[src/rtl/wb_result_pipe.sv]
// Dual-lane writeback delay pipeline: each issued result is written to the register file
// exactly L cycles after issue; also flags RAW hazards for the RF-stage instruction pair.
module wb_result_pipe #(
  parameter int DEPTH  = 7,
  parameter int ADDR_W = 7,
  parameter int DATA_W = 128
) (
  input  logic              clk,
  input  logic              reset,
  input  logic              flush,
  input  logic              in_valid_even,
  input  logic [0:ADDR_W-1] in_rt_addr_even,
  input  logic [0:DATA_W-1] in_rt_even,
  input  logic [0:2]        in_lat_even,
  input  logic              in_valid_odd,
  input  logic [0:ADDR_W-1] in_rt_addr_odd,
  input  logic [0:DATA_W-1] in_rt_odd,
  input  logic [0:2]        in_lat_odd,
  input  logic [0:31]       instr_even,
  input  logic [0:31]       instr_odd,
  output logic [0:ADDR_W-1] rt_addr_even,
  output logic [0:DATA_W-1] rt_even,
  output logic              reg_write_even,
  output logic [0:ADDR_W-1] rt_addr_odd,
  output logic [0:DATA_W-1] rt_odd,
  output logic              reg_write_odd,
  output logic              raw_stall,
  output logic              err_collision
);

  // Lane 0 = even, lane 1 = odd. Slot 0 is the registered writeback stage.
  logic              v_q [2][DEPTH];
  logic [0:ADDR_W-1] a_q [2][DEPTH];
  logic [0:DATA_W-1] d_q [2][DEPTH];
  logic              err_q;

  logic              in_v [2];
  logic [0:ADDR_W-1] in_a [2];
  logic [0:DATA_W-1] in_d [2];
  logic [2:0]        lat  [2];
  logic [2:0]        le   [2];
  logic              coll [2];
  logic [0:ADDR_W-1] src  [6];

  always_comb begin
    in_v[0] = in_valid_even;
    in_a[0] = in_rt_addr_even;
    in_d[0] = in_rt_even;
    lat[0]  = in_lat_even;
    in_v[1] = in_valid_odd;
    in_a[1] = in_rt_addr_odd;
    in_d[1] = in_rt_odd;
    lat[1]  = in_lat_odd;
    for (int l = 0; l < 2; l++) begin
      le[l]   = (lat[l] == 3'd0) ? 3'd1 : lat[l];
      coll[l] = 1'b0;
      // The value shifting into slot[Le-1] comes from slot[Le]; slot DEPTH-1 receives nothing.
      for (int k = 0; k < DEPTH - 1; k++) begin
        if (in_v[l] && int'(le[l]) == k + 1 && v_q[l][k+1]) coll[l] = 1'b1;
      end
    end
  end

  always_ff @(posedge clk) begin
    if (reset) begin
      for (int l = 0; l < 2; l++) begin
        for (int k = 0; k < DEPTH; k++) begin
          v_q[l][k] <= 1'b0;
          a_q[l][k] <= '0;
          d_q[l][k] <= '0;
        end
      end
      err_q <= 1'b0;
    end else if (flush) begin
      for (int l = 0; l < 2; l++) begin
        for (int k = 0; k < DEPTH; k++) v_q[l][k] <= 1'b0;
      end
    end else begin
      for (int l = 0; l < 2; l++) begin
        for (int k = 0; k < DEPTH - 1; k++) begin
          v_q[l][k] <= v_q[l][k+1];
          a_q[l][k] <= a_q[l][k+1];
          d_q[l][k] <= d_q[l][k+1];
        end
        v_q[l][DEPTH-1] <= 1'b0;
        // Incoming result overrides whatever shifted into its slot.
        for (int k = 0; k < DEPTH; k++) begin
          if (in_v[l] && int'(le[l]) == k + 1) begin
            v_q[l][k] <= 1'b1;
            a_q[l][k] <= in_a[l];
            d_q[l][k] <= in_d[l];
          end
        end
      end
      if (coll[0] || coll[1]) err_q <= 1'b1;
    end
  end

  // Slot 0 and incoming Le=1 results are covered by register-file forwarding.
  always_comb begin
    src[0] = instr_even[25:31];
    src[1] = instr_even[18:24];
    src[2] = instr_even[11:17];
    src[3] = instr_odd[25:31];
    src[4] = instr_odd[18:24];
    src[5] = instr_odd[11:17];
    raw_stall = 1'b0;
    for (int s = 0; s < 6; s++) begin
      for (int l = 0; l < 2; l++) begin
        for (int k = 1; k < DEPTH; k++) begin
          if (v_q[l][k] && a_q[l][k] == src[s]) raw_stall = 1'b1;
        end
        if (in_v[l] && le[l] >= 3'd2 && in_a[l] == src[s]) raw_stall = 1'b1;
      end
    end
  end

  assign reg_write_even = v_q[0][0];
  assign rt_addr_even   = a_q[0][0];
  assign rt_even        = d_q[0][0];
  assign reg_write_odd  = v_q[1][0];
  assign rt_addr_odd    = a_q[1][0];
  assign rt_odd         = d_q[1][0];
  assign err_collision  = err_q;

endmodule

[config.mk]
export PLATFORM = sky130hd
export DESIGN_NAME = wb_result_pipe
export DESIGN_NICKNAME = d
export VERILOG_FILES = /design/src/rtl/wb_result_pipe.sv
export SDC_FILE = /design/constraint.sdc
export NUM_CORES = 2
export LEC_CHECK = 0
export ABC_AREA = 1
export CORE_ASPECT_RATIO = 1.1
export CORE_MARGIN = 2
export CORE_UTILIZATION = 35
export CTS_BUF_LIST = sky130_fd_sc_hd__clkbuf_4 sky130_fd_sc_hd__clkbuf_8
export CTS_CLUSTER_SIZE = 30
export DETAILED_ROUTE_END_ITERATION = 10
export MAX_ROUTING_LAYER = met4
export PLACE_DENSITY = 0.53
export SLEW_MARGIN = 20
export SYNTH_ARGS = -nofsm -noshare
export SYNTH_HDL_FRONTEND = slang
export SYNTH_SLANG_ARGS = --single-unit
[constraint.sdc]
create_clock -name clk -period 51.7 [get_ports clk]
set_input_delay 7.755 -clock clk [delete_from_list [all_inputs] [get_ports clk]]
set_output_delay 7.755 -clock clk [all_outputs]
set_load 0.01 [all_outputs]
==> out/results.ini <==
[outcome]
status=complete, no violations

[drt]
drt_pass1_iterations=8
wl_per_cell_um=25.0
route.detailed.drc=0
viasPerCell=5.39
ant_nets=0
drtIter0Drc=6994

[logic_synthesis]
yosysUniqueCellTypes=28
edf_count=1903
ys_seq_frac=0.631
common_cells=1903 x edfxtp_1, 1515 x o21ai_0, 1266 x nand2_1
ys.flop_type=edfxtp_1
ys_warn_count=0
ys_ff=1905
synth_area_um2=90700
ys_area_um2=90700
synthCells=9167
ys_cells=9167

[final_timing]
fin_worst_skew_ns=0.0785
finalSetupTns_ns=0
hold-worst-slack_ns=0.465
fin_crit_sh=0.378
hold_viol=0
tightest_slew_ns=1.28
period_minus_slack_ns=19.56

[run]
log.warning_count=121
max_cap_viol_count=0

[worst_setup_path]
cp_slowest_stage_delay_ns=0.70
crit_buf_inv=5
cp.depth=15
slowest_stage=clkinv_1
cp-start-kind=input pin
critPathTopFamily=buffers and inverters
setup.worst_path.start=instr_even[24]
r2r_start=v_q[1][4]
path_class=input pin to primary output
cp_max_fo=12
worst-r2r-cell-count=6
rrSetupSlack_ns=49.11
worstSetupEndpoint=raw_stall

[clock_network]
cts_tree=done
path_clk_slew_ns=0.07
cts_hold_buf=0
cts_resized=0
cts_max_level=5
root_buffer=clkbuf_8
post_cts_buffers=0
cts_buffer_depth=4
cts_inserted_buffers=337

[floorplanning]
coreArea_um2=257000
fp_util=0.353
die_x_um=489
io_pins=619

[global_routing]
grt_pass1_wl_um=469000
first_global_vias=67249
grt_max_degree=271
track_usage=0.247

[pwr]
internal_power_mw=2.66
peakVddDrop_v=0.0000221
switchingPower_mw=0.924
power_frac_clock=0.386
seq_power_share=0.518

[placed_design]
io_buffers=596
dpl_cell_area_um2=97200
place.gp.congestion=0.959
post-dp-hpwl_um=186000
dp_cells=12344

[layout]
fill_cells=25298
utilization=0.404
fin_nets=9581
final_cells=12984
fin_area_um2=104000

[worst_hold_path]
min_path_type=register to register

## metal layers
metal,part of all wire,GRT usage,routed length (um)
met1,0.42,0.319,135000
met2,0.45,0.375,146000
met3,0.086,0.0538,27800
met4,0.047,0.105,15100
met5,0,-,0
## power by group through the flow
| stage | registers [mW] | clock network (mW) | logic, mW |
|---|---|---|---|
| after global routing | 1.87 | 1.49 | 0.373 |
| final | 1.86 | 1.39 | 0.345 |
| after detailed placement | 1.89 | 0 | 0.342 |
| after global placement | 1.89 | 0 | 0.339 |
| after floorplan | 1.89 | 0 | 0.202 |
| after CTS | 1.86 | 1.42 | 0.343 |
## registers in the layout, summed over array words and instances, names as in the netlist
| name | flops |
|---|---|
| a_q | 98 |
| d_q | 1792 |
| err_collision | 1 |
| v_q | 14 |
## worst register-to-register path, cell delays in order, from the launching register on
cell and delay [ns]:
edfxtp_1 0.56, inv_1 0.19, o22ai_1 0.13, nor3_1 1.04, o21ai_0 0.25, nand2_1 0.21, nand2_1 0.07
## placed cells by master (no fill, tap or decap), drive strengths merged, types with 14 or more instances in the layout
cell,Yosys,layout
xor2,57,57
o21ai,1611,1611
nand2,1270,1270
buf,543,145
clkinv,13,121
diode,0,48
o211ai,14,14
nand3,839,839
clkdlybuf4s50,0,580
inv,546,555
nand4,30,30
clkbuf,464,459
edfxtp,1903,1903
xnor2,27,27
nor2,843,843
a21oi,846,846
nor3,142,142
## cells by family after synthesis
logic type      after synthesis  synth area share
other cells                   1         0.0000414
buf+inv                    1566            0.0788
compound gates             2487             0.138
flops                      1905             0.631
xor+xnor                     84           0.00812
simple gates               3124             0.144
## final cells by class
type                            instances  area (um^2)  share of cell area
Sequential cell                      1905        57200               0.551
Multi-Input combinational cell       5708        26600               0.256
Timing Repair Buffer                  725         7000              0.0674
Clock buffer                          459         5590              0.0538
Tap cell                             3447         4310              0.0416
Inverter                              559         2130              0.0205
Clock inverter                        133          886             0.00854
Antenna cell                           48          120             0.00116
## how the worst min path moves through the flow
stage | startpoint | end | slack, ns | depth (start not counted)
global route | err_collision | err_collision | 0.51 | 2
floorplan | err_collision | err_collision | 0.47 | 2
finish | err_collision | err_collision | 0.46 | 2
detailed placement | err_collision | err_collision | 0.45 | 2
global placement | err_collision | err_collision | 0.46 | 2
CTS | err_collision | err_collision | 0.47 | 2
Met1 routing:
Bar = 100 um.
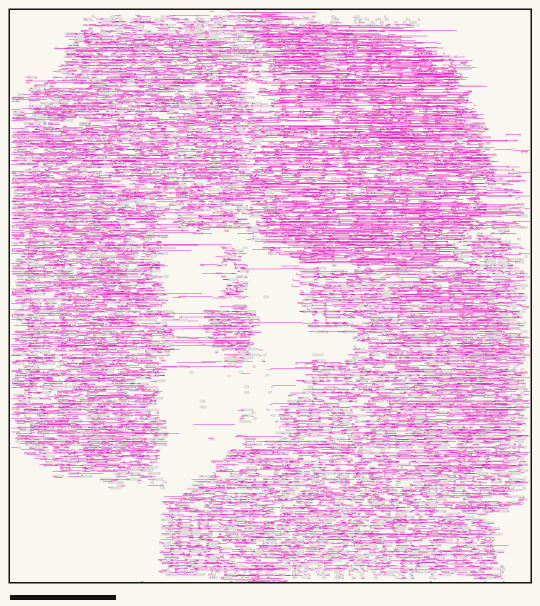
main direction: horizontal
nets with wire on the layer: 9057
met1 usage: 0.319
via count: 69953
Total Routed Length: 325000 um

M2 wires:
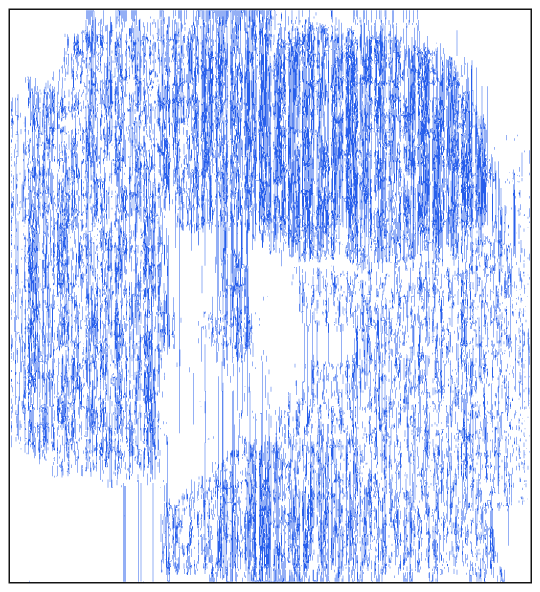
wire length on this layer: 146 mm
longest straight run: 202 um
main direction: vertical
GR Layer Usage met2: 0.375

Met3 routing:
Bar = 100 um.
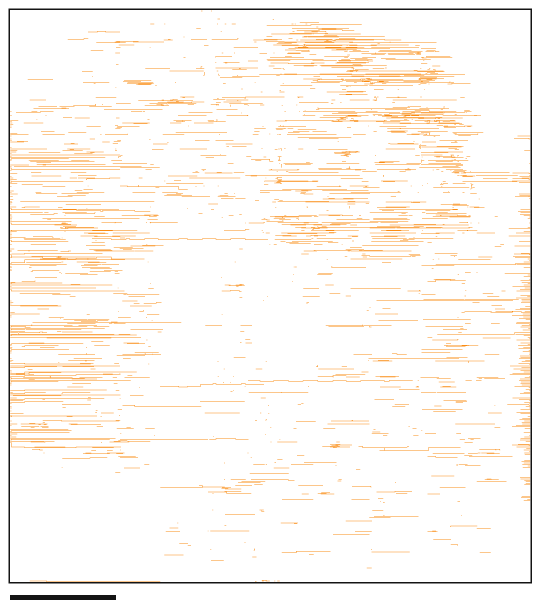
longest straight run: 193 um
main direction: horizontal
wire length on this layer: 27.8 mm
M3 GR Usage: 0.0538

Power and IR drop assume default switching activity.
